### src/rtl/tank_pkg.sv
// Shared tank game definitions: button and direction codes, hitbox size, hit-detector states.
package tank_pkg;

    localparam logic [4:0] BTN_DOWN  = 5'b00001;
    localparam logic [4:0] BTN_RIGHT = 5'b00010;
    localparam logic [4:0] BTN_UP    = 5'b00100;
    localparam logic [4:0] BTN_LEFT  = 5'b01000;
    localparam logic [4:0] BTN_FIRE  = 5'b10000;

    localparam logic [1:0] ICON_UP    = 2'd0;
    localparam logic [1:0] ICON_DOWN  = 2'd1;
    localparam logic [1:0] ICON_LEFT  = 2'd2;
    localparam logic [1:0] ICON_RIGHT = 2'd3;

    localparam int TANK_SIZE = 32;

    typedef enum logic [1:0] {
        HIT_IDLE = 2'd0,
        HIT_REQ  = 2'd1,
        HIT_ANIM = 2'd2,
        HIT_WAIT = 2'd3
    } hit_state_e;

endpackage

### src/rtl/tank_hit_detector_if.sv
// Bullet/tank/explosion signal bundle; master = hit detector (handshake initiator), slave = tank side.
interface tank_hit_detector_if;

    logic [9:0] bullet_x;
    logic [8:0] bullet_y;
    logic       bullet_valid;
    logic [9:0] x_tank;
    logic [8:0] y_tank;
    logic       explosion_ack;
    logic       explosion_flag;
    logic       bullet_kill;
    logic       expl_active;
    logic [9:0] expl_x;
    logic [8:0] expl_y;
    logic [7:0] hit_count;

    modport master (
        input  bullet_x, bullet_y, bullet_valid, x_tank, y_tank, explosion_ack,
        output explosion_flag, bullet_kill, expl_active, expl_x, expl_y, hit_count
    );

    modport slave (
        output bullet_x, bullet_y, bullet_valid, x_tank, y_tank, explosion_ack,
        input  explosion_flag, bullet_kill, expl_active, expl_x, expl_y, hit_count
    );

endinterface

### src/rtl/tank_hitbox.sv
// Combinational point-in-box test; widened compare so boxes near the screen edge never wrap.
module tank_hitbox #(
    parameter int SIZE = 32
) (
    input  logic [9:0] px,
    input  logic [8:0] py,
    input  logic [9:0] box_x,
    input  logic [8:0] box_y,
    input  logic       valid,
    output logic       hit
);

    localparam logic [10:0] SPAN_X = 11'(SIZE - 1);
    localparam logic [9:0]  SPAN_Y = 10'(SIZE - 1);

    logic [10:0] px_w, bx_w;
    logic [9:0]  py_w, by_w;
    logic        in_x, in_y;

    assign px_w = {1'b0, px};
    assign bx_w = {1'b0, box_x};
    assign py_w = {1'b0, py};
    assign by_w = {1'b0, box_y};

    assign in_x = (px_w >= bx_w) && (px_w <= bx_w + SPAN_X);
    assign in_y = (py_w >= by_w) && (py_w <= by_w + SPAN_Y);
    assign hit  = valid && in_x && in_y;

endmodule

### src/rtl/tank_hit_detector.sv
// Bullet-vs-tank hit detector driving the explosion flag/ack handshake and display window.
// Optional feature: define HIT_SCORE_EN to enable the saturating hit_count score register.
//   state | meaning
//   IDLE  | armed, testing bullet against hitbox
//   REQ   | explosion_flag raised, waiting for ack or timeout
//   ANIM  | explosion display window running
//   WAIT  | window done, waiting for stale ack to drop before re-arming
module tank_hit_detector
    import tank_pkg::*;
#(
    parameter int TANK_SIZE   = tank_pkg::TANK_SIZE,
    parameter int EXPL_CYCLES = 6250000,
    parameter int ACK_TIMEOUT = 1023
) (
    input logic                 clk25,
    input logic                 reset,
    tank_hit_detector_if.master bus
);

    hit_state_e  state, state_nxt;
    logic        hit, accept;
    logic        tmo_done, expl_done;
    logic [9:0]  tmo_cnt;
    logic [22:0] expl_cnt;
    logic        kill_q;
    logic [9:0]  expl_x_q;
    logic [8:0]  expl_y_q;

    tank_hitbox #(.SIZE(TANK_SIZE)) u_hitbox (
        .px    (bus.bullet_x),
        .py    (bus.bullet_y),
        .box_x (bus.x_tank),
        .box_y (bus.y_tank),
        .valid (bus.bullet_valid),
        .hit   (hit)
    );

    assign tmo_done  = (tmo_cnt == 10'(ACK_TIMEOUT - 1));
    assign expl_done = (expl_cnt == 23'(EXPL_CYCLES - 1));

    always_ff @(posedge clk25) begin
        if (reset) state <= HIT_IDLE;
        else       state <= state_nxt;
    end

    always_comb begin
        state_nxt = state;
        accept    = 1'b0;
        case (state)
            HIT_IDLE: if (hit) begin
                state_nxt = HIT_REQ;
                accept    = 1'b1;
            end
            HIT_REQ:  if (bus.explosion_ack || tmo_done) state_nxt = HIT_ANIM;
            HIT_ANIM: if (expl_done) state_nxt = bus.explosion_ack ? HIT_WAIT : HIT_IDLE;
            HIT_WAIT: if (!bus.explosion_ack) state_nxt = HIT_IDLE;
            default:  state_nxt = HIT_IDLE;
        endcase
    end

    // Counters run only while staying in their state, so every entry starts from zero.
    always_ff @(posedge clk25) begin
        if (reset) begin
            tmo_cnt  <= '0;
            expl_cnt <= '0;
        end else begin
            tmo_cnt  <= (state == HIT_REQ  && state_nxt == HIT_REQ)  ? tmo_cnt + 10'd1  : '0;
            expl_cnt <= (state == HIT_ANIM && state_nxt == HIT_ANIM) ? expl_cnt + 23'd1 : '0;
        end
    end

    always_ff @(posedge clk25) begin
        if (reset) begin
            kill_q   <= 1'b0;
            expl_x_q <= '0;
            expl_y_q <= '0;
        end else begin
            kill_q <= accept;
            if (accept) begin
                expl_x_q <= bus.x_tank;
                expl_y_q <= bus.y_tank;
            end
        end
    end

`ifdef HIT_SCORE_EN
    logic [7:0] hit_cnt;

    always_ff @(posedge clk25) begin
        if (reset)                             hit_cnt <= '0;
        else if (accept && hit_cnt != 8'd255)  hit_cnt <= hit_cnt + 8'd1;
    end

    assign bus.hit_count = hit_cnt;
`else
    assign bus.hit_count = 8'd0;
`endif

    assign bus.explosion_flag = (state == HIT_REQ);
    assign bus.expl_active    = (state == HIT_REQ) || (state == HIT_ANIM);
    assign bus.bullet_kill    = kill_q;
    assign bus.expl_x         = expl_x_q;
    assign bus.expl_y         = expl_y_q;

endmodule
### src/flat_wrapper.sv
// flat-port wrapper written by rule: the top's interface ports become plain ports
module tank_hit_detector_flat import tank_pkg::*;
#(
    parameter int TANK_SIZE   = tank_pkg::TANK_SIZE,
    parameter int EXPL_CYCLES = 6250000,
    parameter int ACK_TIMEOUT = 1023
)
  (clk25, reset, bus_bullet_x, bus_bullet_y, bus_bullet_valid, bus_x_tank, bus_y_tank, bus_explosion_ack, bus_explosion_flag, bus_bullet_kill, bus_expl_active, bus_expl_x, bus_expl_y, bus_hit_count);
  tank_hit_detector_if bus_i ();
  input logic clk25;
  input logic reset;
  input wire logic [$bits(bus_i.bullet_x)-1:0] bus_bullet_x;
  input wire logic [$bits(bus_i.bullet_y)-1:0] bus_bullet_y;
  input wire logic [$bits(bus_i.bullet_valid)-1:0] bus_bullet_valid;
  input wire logic [$bits(bus_i.x_tank)-1:0] bus_x_tank;
  input wire logic [$bits(bus_i.y_tank)-1:0] bus_y_tank;
  input wire logic [$bits(bus_i.explosion_ack)-1:0] bus_explosion_ack;
  output wire logic [$bits(bus_i.explosion_flag)-1:0] bus_explosion_flag;
  output wire logic [$bits(bus_i.bullet_kill)-1:0] bus_bullet_kill;
  output wire logic [$bits(bus_i.expl_active)-1:0] bus_expl_active;
  output wire logic [$bits(bus_i.expl_x)-1:0] bus_expl_x;
  output wire logic [$bits(bus_i.expl_y)-1:0] bus_expl_y;
  output wire logic [$bits(bus_i.hit_count)-1:0] bus_hit_count;
  assign bus_i.bullet_x = bus_bullet_x;
  assign bus_i.bullet_y = bus_bullet_y;
  assign bus_i.bullet_valid = bus_bullet_valid;
  assign bus_i.x_tank = bus_x_tank;
  assign bus_i.y_tank = bus_y_tank;
  assign bus_i.explosion_ack = bus_explosion_ack;
  assign bus_explosion_flag = bus_i.explosion_flag;
  assign bus_bullet_kill = bus_i.bullet_kill;
  assign bus_expl_active = bus_i.expl_active;
  assign bus_expl_x = bus_i.expl_x;
  assign bus_expl_y = bus_i.expl_y;
  assign bus_hit_count = bus_i.hit_count;
  tank_hit_detector #(.TANK_SIZE(TANK_SIZE), .EXPL_CYCLES(EXPL_CYCLES), .ACK_TIMEOUT(ACK_TIMEOUT)) u_core (.clk25(clk25), .reset(reset), .bus(bus_i));
endmodule
### config.mk
export PLATFORM = sky130hd
export DESIGN_NAME = tank_hit_detector_flat
export DESIGN_NICKNAME = d
export VERILOG_FILES = /design/src/rtl/tank_pkg.sv /design/src/rtl/tank_hit_detector_if.sv /design/src/rtl/tank_hitbox.sv /design/src/rtl/tank_hit_detector.sv /design/src/flat_wrapper.sv
export SDC_FILE = /design/constraint.sdc
export NUM_CORES = 1
export LEC_CHECK = 0
export CAP_MARGIN = 20
export CORE_ASPECT_RATIO = 1.1
export CORE_MARGIN = 1.5
export CORE_UTILIZATION = 25
export CTS_BUF_LIST = sky130_fd_sc_hd__clkbuf_4 sky130_fd_sc_hd__clkbuf_8
export CTS_CLUSTER_SIZE = 25
export DETAILED_ROUTE_END_ITERATION = 8
export GPL_ROUTABILITY_DRIVEN = 0
export HOLD_SLACK_MARGIN = 0.06
export SLEW_MARGIN = 15
export SYNTH_ARGS = -nofsm -noshare
export SYNTH_HDL_FRONTEND = slang
export SYNTH_SLANG_ARGS = --single-unit
### constraint.sdc
create_clock -name clk25 -period 4.2 [get_ports clk25]
set_clock_uncertainty 0.1 [all_clocks]
set_input_delay 0.42 -clock clk25 [delete_from_list [all_inputs] [get_ports clk25]]
set_output_delay 0.42 -clock clk25 [all_outputs]
set_load 0.01 [all_outputs]
==> Changelog: implementation <==
### Changed

* Final net count at 596
* Commonest non-fill, non-tap cell in the layout: sky130_fd_sc_hd__clkdlybuf4s50_1
* Count of input and output buffers at 63
* Number of maximum-capacitance violations at 0
* Setup slack, reg-to-reg at 1.73 ns
* Die area at 16180 sq um
* Core region area at 15050 sq um
* Share of layout cells above drive strength 1 at 0.09289
* Post-synthesis adder-cell area fraction at 0.1557
* Path type of the worst min-delay path: reg2reg
* Post-Place Cells at 695
* Sort of element at the end of the critical path: register
* Count of flip-flops with a built-in enable after synthesis at 0
* Power density cells at 262.6 nW/um^2
* Via count of the first global-routing pass at 3393
* CTS tree: built
* AND-OR/OR-AND share of the synthesized area at 0.1577
* Syn Area/Cell at 8.627 sq um
* Post-route clock period utilization at 0.8659
* Time the final worst path needs with I/O delays and setup at 3.637 ns
* H-Tree Level Count at 2
* Yosys warning tally at 0
* Status: finished clean
* Critical path data required time at roughly 4.3 ns
* Biggest combinational cell group after synthesis: simple AND/OR/NAND/NOR gates
* Area of the mapped netlist at 3856 sq um
* XOR/XNOR Area Share at 0.09766
* Post-synthesis cell type with the largest combined area: sky130_fd_sc_hd__dfxtp_1
* Top logic cells by instance count in the layout: sky130_fd_sc_hd__clkdlybuf4s50_1 (63), sky130_fd_sc_hd__dfxtp_1 (55), sky130_fd_sc_hd__ha_1 (48)
[per-layer routing]
| layer | GRT usage | wire [um] |
|---|---|---|
| met1 | 0.1465 | 4140 |
| met3 | 0.02697 | 519 |
| met5 | 0 | 0 |
| met2 | 0.2103 | 4769 |
| met4 | 0.03725 | 140 |
[flip-flops by register name, summed over array words and instances, names as in the netlist]
name / count
u_core.state: 2
u_core.bus.expl_y: 9
u_core.expl_cnt: 23
u_core.bus.bullet_kill: 1
u_core.tmo_cnt: 10
u_core.bus.expl_x: 10
[worst paths after layout]
kind	startpoint	endpoint	cells past startpoint
worst min register to register	u_core.expl_cnt[0]	u_core.expl_cnt[0]	1
worst max register to register	u_core.state[0]	u_core.bus.expl_x[2]	5
worst max-delay path	bus_x_tank[0]	u_core.tmo_cnt[7]	14
worst min-delay path	u_core.expl_cnt[0]	u_core.expl_cnt[0]	1
[cell type report]
class | count | area, sq um | share of cell area
Multi-Input combinational cell | 344 | 2512 | 0.5258
Sequential cell | 55 | 1101 | 0.2304
Timing Repair Buffer | 68 | 693.2 | 0.1451
Tap cell | 196 | 245.2 | 0.05132
Inverter | 32 | 120.1 | 0.02514
Clock buffer | 5 | 68.82 | 0.01440
Clock inverter | 2 | 37.54 | 0.007855
[power breakdown]
| part | internal [W] | total [W] | switching, W |
|---|---|---|---|
| Clock | 0.000175 | 0.000346 | 0.000171 |
| Combinational | 0.000152 | 0.000370 | 0.000218 |
| Sequential | 0.000531 | 0.000539 | 0.00000783 |
[cells in the mapped netlist (all sizes together) (2+ instances only)]
master / n
and3: 13
o31ai: 2
nor2: 28
o21ai: 26
buf: 14
o311ai: 2
a211oi: 4
o221ai: 2
nand2: 25
o211ai: 3
xnor2: 27
inv: 32
a21oi: 34
xor2: 16
dfxtp: 55
and4: 3
nand3: 36
nand4: 14
nor2b: 2
nor3: 29
clkbuf: 9
ha: 48
o21a: 4
a2111oi: 2
[metrics by stage]
stage	utilization	setup WS [ns]	hold WS, ns	instance area (sq um)	total power (W)
finish	0.3174	0.5632	0.3791	4778	0.001255
floorplan	-	1.319	0.3321	3882	0.0007844
detailed placement	0.3103	0.2293	0.3609	4672	0.0009229
global route	0.3174	0.3612	0.3911	4778	0.001330
global placement	0.3103	0.2825	0.3477	4672	0.0009151
CTS	0.3174	0.5589	0.3801	4778	0.001273
[critical path, cell delays in order]
cell	delay (ns)
sky130_fd_sc_hd__clkdlybuf4s50_1	0.57
sky130_fd_sc_hd__inv_1	0.09
sky130_fd_sc_hd__ha_1	0.25
sky130_fd_sc_hd__a21oi_2	0.25
sky130_fd_sc_hd__nand3_1	0.13
sky130_fd_sc_hd__xnor2_1	0.15
sky130_fd_sc_hd__ha_1	0.31
sky130_fd_sc_hd__o21a_1	0.12
sky130_fd_sc_hd__o21ai_0	0.09
sky130_fd_sc_hd__a221oi_2	0.27
sky130_fd_sc_hd__o21ai_1	0.15
sky130_fd_sc_hd__and4_4	0.30
sky130_fd_sc_hd__o311ai_4	0.51
sky130_fd_sc_hd__nor2_1	0.10
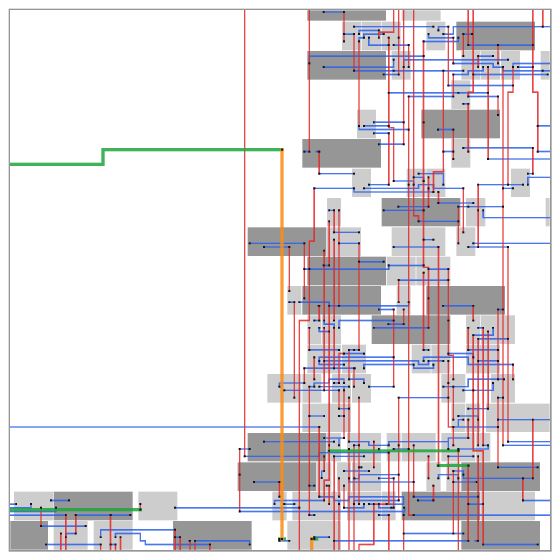
*Close-up of the layout*
Region (36, 68) to (86, 118) um. Cells in grey, sequential cells in the stronger grey; small squares are vias.
[red] metal 2
[green] metal 3
[orange] metal 4
[blue] metal 1
most frequent: dfxtp_1 (17), nor2_1 (12), nand3_1 (11)
cells with their middle in the window: 81
sequential cells in the window: 17
netlist names of flops here include: `u_core.tmo_cnt` (10), `u_core.bus.expl_y` (5), `u_core.expl_cnt` (2)

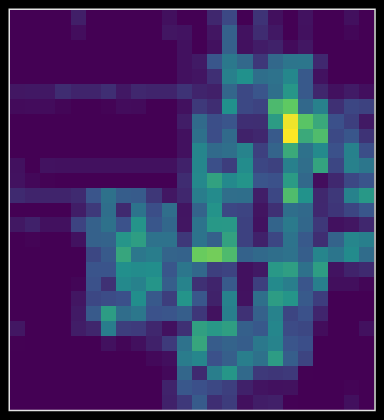
*Wire density map*
Scale: 3 px per um. 24 x 27 tiles, from dark purple (low) to yellow (high), scaled to the fullest tile. Values are wire area over tile area, all layers added.
fullest tile: 0.57
tiles over half the peak: 6.9%
mean over tiles: 0.093
nearly empty tiles: 36%
emptiest ninth of the die: top left
global-route usage over all layers: 0.1206
total via count in the routed design: 3356
final WL: 9569 um
wire length per cell: 13.63 um

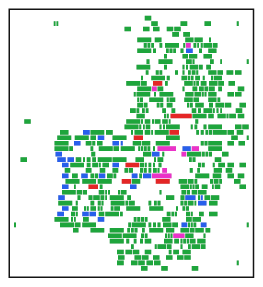
*Drive-strength map*
Scale: 2 px per um.
[green] _0 and _1 cells | cells: 459 | share: 91%
[red] _6 and larger | cells: 8 | share: 1.6%
[blue] _2 cells | cells: 31 | share: 6.1%
[magenta] _3 and _4 cells | cells: 8 | share: 1.6%
post-route cell area: 4778 sq um
Layout area overhead: 23.91%
final setup slack of the worst path: 0.5632 ns
number of buffers outside the clock class in the layout: 68

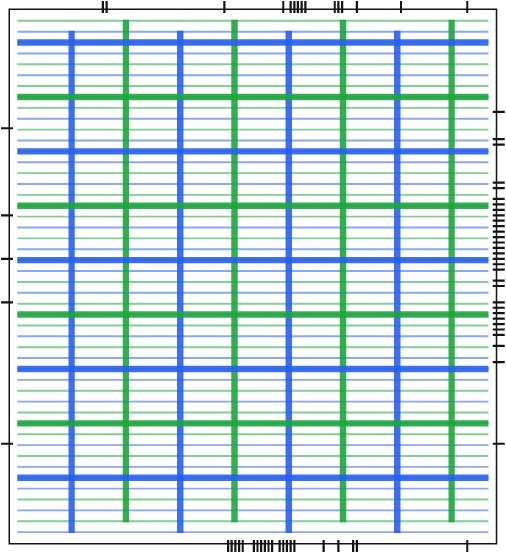
*PDN straps and rails*
Scale: 4 px per um. Pins as bars on the die edge.
[blue] VSS
[green] VDD
met5 straps: 9
signal pins: 72
chip width: 121.4 um
worst-case vdd ir drop: 0.1176 mV

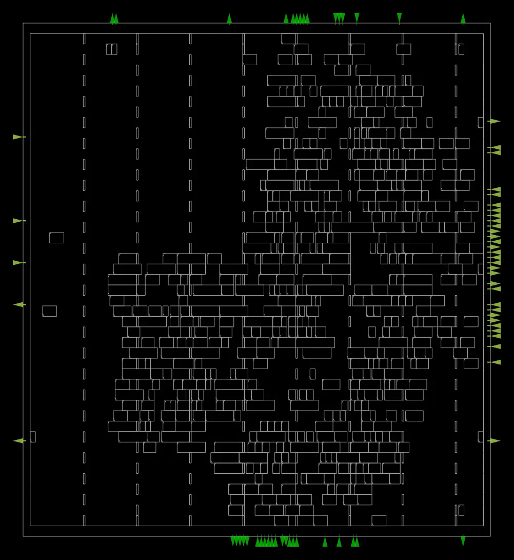
*Cell outlines without signal wires*
tap cells: 196
count of fill cells added during filler insertion: 1592
filler-free cell count of the finished design: 702
post-layout util: 0.3174
Seq area share: 0.2304

Power is estimated from default activity; no workload was simulated.
